## config.mk

```make
export PLATFORM = sky130hd
export DESIGN_NAME = multicycle_sequencer
export DESIGN_NICKNAME = d
export VERILOG_FILES = /design/src/rtl/multicycle_sequencer.sv
export SDC_FILE = /design/constraint.sdc
export NUM_CORES = 1
export LEC_CHECK = 0
export ABC_AREA = 1
export CAP_MARGIN = 15
export CORE_AREA = 2 2 77 79
export CTS_BUF_LIST = sky130_fd_sc_hd__clkbuf_4
export CTS_CLUSTER_SIZE = 24
export DETAILED_ROUTE_END_ITERATION = 8
export DIE_AREA = 0 0 79 81
export PLACE_DENSITY_LB_ADDON = 0.15
export SLEW_MARGIN = 40
export SYNTH_ARGS = -nofsm -noshare
export SYNTH_HDL_FRONTEND = slang
export SYNTH_SLANG_ARGS = --single-unit
```

## constraint.sdc

```tcl
create_clock -name clk -period 4.2 [get_ports clk]
set_clock_uncertainty 0.15 [all_clocks]
set_input_delay 0.42 -clock clk [delete_from_list [all_inputs] [get_ports clk]]
set_output_delay 0.42 -clock clk [all_outputs]
set_load 0.03 [all_outputs]
```

## src/rtl/multicycle_sequencer.sv

```systemverilog
`default_nettype none
// ============================================================================
// Module      : multicycle_sequencer
// Description : Multi-cycle FETCH/DECODE/EXECUTE/MEMORY/WRITEBACK sequencer
//               with memory handshakes, write-enable gating, retirement count.
// Revision    : 1.0 - initial release
// ============================================================================
module multicycle_sequencer #(
    parameter int INSTRUCTION_SIZE = 32,
    parameter int COUNT_WIDTH      = 32,
    parameter int MEM_TIMEOUT      = 16
) (
    input  logic                        clk,
    input  logic                        reset,
    input  logic                        start,
    input  logic [INSTRUCTION_SIZE-1:0] instruction,
    input  logic                        cu_rf_write_en,
    input  logic                        cu_dm_write_en,
    input  logic                        imem_ready,
    input  logic                        dmem_ready,
    output logic                        imem_req,
    output logic                        ir_load,
    output logic                        dmem_req,
    output logic                        rf_write_en,
    output logic                        dm_write_en,
    output logic                        pc_en,
    output logic                        busy,
    output logic                        halted,
    output logic                        illegal_instr,
    output logic                        mem_timeout,
    output logic [COUNT_WIDTH-1:0]      instr_count
);

    localparam int WW = (MEM_TIMEOUT > 1) ? $clog2(MEM_TIMEOUT) : 1;
    localparam logic [WW-1:0] c_WAIT_LAST = WW'(MEM_TIMEOUT - 1);

    localparam logic [6:0] c_OPC_LOAD   = 7'b0000011;
    localparam logic [6:0] c_OPC_STORE  = 7'b0100011;
    localparam logic [6:0] c_OPC_OP     = 7'b0110011;
    localparam logic [6:0] c_OPC_OP_IMM = 7'b0010011;
    localparam logic [6:0] c_OPC_ECALL  = 7'b1110011;

    typedef enum logic [2:0] {
        S_IDLE      = 3'd0,
        S_FETCH     = 3'd1,
        S_DECODE    = 3'd2,
        S_EXECUTE   = 3'd3,
        S_MEMORY    = 3'd4,
        S_WRITEBACK = 3'd5,
        S_HALT      = 3'd6
    } state_e;

    typedef enum logic [1:0] {
        K_ALU   = 2'd0,
        K_LOAD  = 2'd1,
        K_STORE = 2'd2
    } kind_e;

    state_e                 r_state;
    state_e                 w_next;
    kind_e                  r_kind;
    kind_e                  w_dec_kind;
    logic                   w_dec_ok;
    logic                   w_dec_ecall;
    logic [WW-1:0]          r_wait;
    logic [COUNT_WIDTH-1:0] r_count;
    logic                   r_illegal;
    logic                   r_timeout;
    logic                   w_retire;
    logic                   w_set_illegal;
    logic                   w_set_timeout;
    logic                   w_waiting;
    logic [6:0]             w_opcode;
    logic                   w_unused_instr_bits;

    assign w_opcode = instruction[6:0];
    // Only the opcode field steers the sequencer; the rest belongs to the datapath.
    assign w_unused_instr_bits = ^instruction[INSTRUCTION_SIZE-1:7];

    always_comb begin
        w_dec_kind  = K_ALU;
        w_dec_ok    = 1'b0;
        w_dec_ecall = 1'b0;
        case (w_opcode)
            c_OPC_LOAD:   begin w_dec_kind = K_LOAD;  w_dec_ok = 1'b1; end
            c_OPC_STORE:  begin w_dec_kind = K_STORE; w_dec_ok = 1'b1; end
            c_OPC_OP,
            c_OPC_OP_IMM: begin w_dec_kind = K_ALU;   w_dec_ok = 1'b1; end
            c_OPC_ECALL:  w_dec_ecall = 1'b1;
            default:      ;
        endcase
    end

    always_ff @(posedge clk) begin
        if (reset) begin
            r_state   <= S_IDLE;
            r_kind    <= K_ALU;
            r_wait    <= '0;
            r_count   <= '0;
            r_illegal <= 1'b0;
            r_timeout <= 1'b0;
        end else begin
            r_state <= w_next;
            if (r_state == S_DECODE) begin
                r_kind <= w_dec_kind;
            end
            // Any state change clears the wait counter, covering entry to FETCH/MEMORY.
            if (w_next != r_state) begin
                r_wait <= '0;
            end else if (w_waiting) begin
                r_wait <= r_wait + WW'(1);
            end
            if (w_retire) begin
                r_count <= r_count + COUNT_WIDTH'(1);
            end
            if (w_set_illegal) begin
                r_illegal <= 1'b1;
            end
            if (w_set_timeout) begin
                r_timeout <= 1'b1;
            end
        end
    end

    always_comb begin
        w_next        = r_state;
        w_retire      = 1'b0;
        w_set_illegal = 1'b0;
        w_set_timeout = 1'b0;
        w_waiting     = 1'b0;
        imem_req      = 1'b0;
        ir_load       = 1'b0;
        dmem_req      = 1'b0;
        rf_write_en   = 1'b0;
        dm_write_en   = 1'b0;
        case (r_state)
            S_IDLE: begin
                if (start) w_next = S_FETCH;
            end
            S_FETCH: begin
                imem_req = 1'b1;
                if (imem_ready) begin
                    ir_load = 1'b1;
                    w_next  = S_DECODE;
                end else if (r_wait == c_WAIT_LAST) begin
                    w_set_timeout = 1'b1;
                    w_next        = S_HALT;
                end else begin
                    w_waiting = 1'b1;
                end
            end
            S_DECODE: begin
                if (w_dec_ok) begin
                    w_next = S_EXECUTE;
                end else begin
                    w_set_illegal = ~w_dec_ecall;
                    w_next        = S_HALT;
                end
            end
            S_EXECUTE: begin
                w_next = (r_kind == K_ALU) ? S_WRITEBACK : S_MEMORY;
            end
            S_MEMORY: begin
                dmem_req    = 1'b1;
                dm_write_en = (r_kind == K_STORE) & cu_dm_write_en;
                if (dmem_ready) begin
                    if (r_kind == K_STORE) begin
                        w_retire = 1'b1;
                        w_next   = S_FETCH;
                    end else begin
                        w_next = S_WRITEBACK;
                    end
                end else if (r_wait == c_WAIT_LAST) begin
                    w_set_timeout = 1'b1;
                    w_next        = S_HALT;
                end else begin
                    w_waiting = 1'b1;
                end
            end
            S_WRITEBACK: begin
                rf_write_en = cu_rf_write_en;
                w_retire    = 1'b1;
                w_next      = S_FETCH;
            end
            default: w_next = S_HALT;
        endcase
        if (reset) begin
            imem_req    = 1'b0;
            ir_load     = 1'b0;
            dmem_req    = 1'b0;
            rf_write_en = 1'b0;
            dm_write_en = 1'b0;
            w_retire    = 1'b0;
        end
    end

    assign pc_en         = w_retire;
    assign busy          = ~reset & (r_state != S_IDLE) & (r_state != S_HALT);
    assign halted        = ~reset & (r_state == S_HALT);
    assign illegal_instr = ~reset & r_illegal;
    assign mem_timeout   = ~reset & r_timeout;
    assign instr_count   = reset ? '0 : r_count;

endmodule
`default_nettype wire

```

Metal layers overlaid:
Only two layers are drawn.
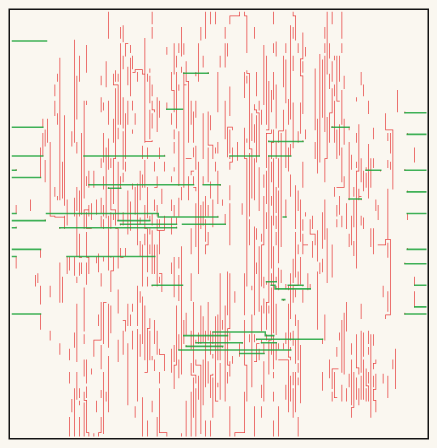
[red] M2 | wire length: 3,180 um
[green] M3 | wire length: 341 um

A small window of the routed layout:
Bar = 10 um. Window x 24 to 54, y 26 to 56 um. Cells in gray, sequential cells in the stronger gray; small squares are vias.
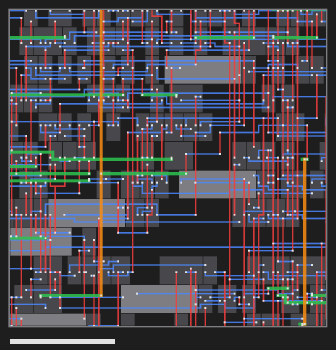
[orange] M4
[blue] M1
[green] M3
[red] M2
cells with their middle in the window: 112
sequential cells in the window: 5
most frequent: nand2_1 (43), nor2_1 (30), nand3_1 (7)
netlist names of flops here include: r_count (5)

Met1 routing:
Supply wires on this layer in gray.
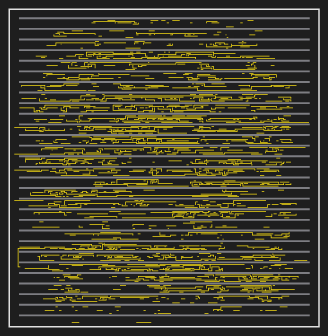
share of all routed wire: 49%
nets with wire on the layer: 520
longest straight run: 30.8 um
wire length on this layer: 3,450 um
main direction: horizontal

==> GITHUB_STEP_SUMMARY <==
### Metrics collected by this job

| Metric | Value |
|---|---|
| Post-synth seq share | `between 20% and 30%` |
| RSZ-0062 raised after global routing | `false` |
| H-tree levels | `2` |
| Critical path startpoint category | `input port` |
| Yosys stat chip area | `between 0.002 and 0.003 sq mm` |
| Die area | `about 0.0064 sq mm` |
| Non-Filler Instances | `between 600 and 700` |
| Area growth, synth to finish | `21.8%` |
| Setup Buffers After CTS | `0` |
| First-pass GRT wire length | `around 12,000 um` |
| ANT nets after route | `0` |
| Fin crit share | `approximately 72%` |
| Max_cap viols | `0` |
| Residual DRC count | `0` |
| DR WL/cell | `between 10 and 15 um` |
| Warning count from the yosys run | `0` |
| Crit-path cells | `clkdlybuf4s50_1 -> nand3_1 -> o21ai_4 -> nand2_4 -> inv_2 -> clkdlybuf4s50_1` |
| Finished Core Util | `roughly three fifths` |
| CTS Buf Count | `5` |
| Worst Slack Setup Final | `roughly 1.2 ns` |
| Iter 0 DRT Violations | `192` |
| Normalized max-slew margin | `between 40% and 50%` |
| EDFF count, synth | `0` |
| CORE AREA | `approximately 0.0057 sq mm` |
| Congestion Overflow GR | `0` |
| Worst Path Arrival | `roughly 2.5 ns` |
| Status | `finished clean` |
| CTS Buffer Depth | `2` |
| Area share, top type | `approximately 30%` |
| Cell count after synthesis | `approximately 500` |
| GRT Total Usage | `around 23%` |
| CP max FO | `12` |
| Hold Vio Cnt, Final | `0` |
| Tool warning count | `roughly 51` |
| PortBufs | `roughly 55` |
| Initial antenna violation count | `0` |
| Drt via density | `5.07` |
| Syn Nets | `approximately 540` |
| CP dominant cell by count | `clkdlybuf4s50_1` |
| Pin count of the biggest net entering global routing | `~60` |
| Worst-path clk slew | `0.11 ns` |
| Setup_tns | `0 ns` |
| Worst endpoint required time | `around 3.6 ns` |
| CP max stage delay | `~0.67 ns` |
| Fp_density | `roughly half` |
| Fillers | `between 500 and 600` |
| Most frequent cells in the layout | `143 x nand2_1, 98 x nor2_1, 61 x inv_1` |
| Top cells, area | `dfxtp_1 30%, nand2_1 19%, nor2_1 13%, inv_1 8.0%, nand3_1 7.0%` |
| Post-placement cell count | `about 600` |
| Place WS | `around 1.2 ns` |
| Hold slack | `around 0.32 ns` |
| Number of global-route vias before repair | `around 2,600` |
| Late-Pin Clk Latency | `0.36 ns` |
| Netlist Area Pre-Place | `0.00288 sq mm` |
| Post_cts resized | `0` |
| DR vias | `3,151` |
| Die X | `a little under 80 um` |
| Final slew viol count | `0` |
| Final wirelength | `7060 um` |
## where the power goes
group / internal (W) / switching (W)
clock: 0.0000662 / 0.000127
sequential: 0.000413 / 0.00000957
combinational: 0.0000391 / 0.0000687
## kinds of logic after synthesis
family	Yosys count	share of synthesized area (%)
XOR/XNOR	4	1.22
AND/OR/NAND/NOR	322	48.2
flip-flops	43	29.9
AND-OR/OR-AND	48	8.96
buffers and inverters	76	10.8
adder cells (fa/ha/maj)	2	0.869
## state kept, by name (all words and copies together) (netlist names)
signal,flops
r_state,3
r_kind,2
r_wait,4
r_timeout,1
r_count,32
r_illegal,1
## layer usage
layer | vias up | global-route usage (%) | wire length, um
met5 | - | 0 | 0
met4 | 0 | 6.21 | 81
met1 | 1404 | 32.2 | 3450
met2 | 83 | 37.1 | 3180
li1 | 1657 | - | -
met3 | 7 | 3.00 | 341
## final timing paths
path                 end  slack (ns)  startpoint  depth (start not counted)
max reg2reg  r_count[21]        1.96  r_state[0]                          8
min reg2reg    r_illegal        0.32   r_illegal                          2
max                pc_en        1.16  dmem_ready                          6
min            r_illegal        0.32   r_illegal                          2
## area by class of cell
cell class,instances,area (sq um),area share (%)
multi-input combinational,376,1710,48.6
tap,75,93.8,2.68
inverter,64,240,6.85
timing repair buffer,57,561,16.0
sequential,43,861,24.6
clock buffer,6,45.0,1.28
## critical path: cells and delay by family
kind | cells | cell delay [ns]
AOI/OAI and AO/OA | 1 | 0.34
buffers and inverters | 3 | 1.32
and+or+nand+nor | 2 | 0.38
Power figures rest on the tool's default switching activity, not on a simulated workload.
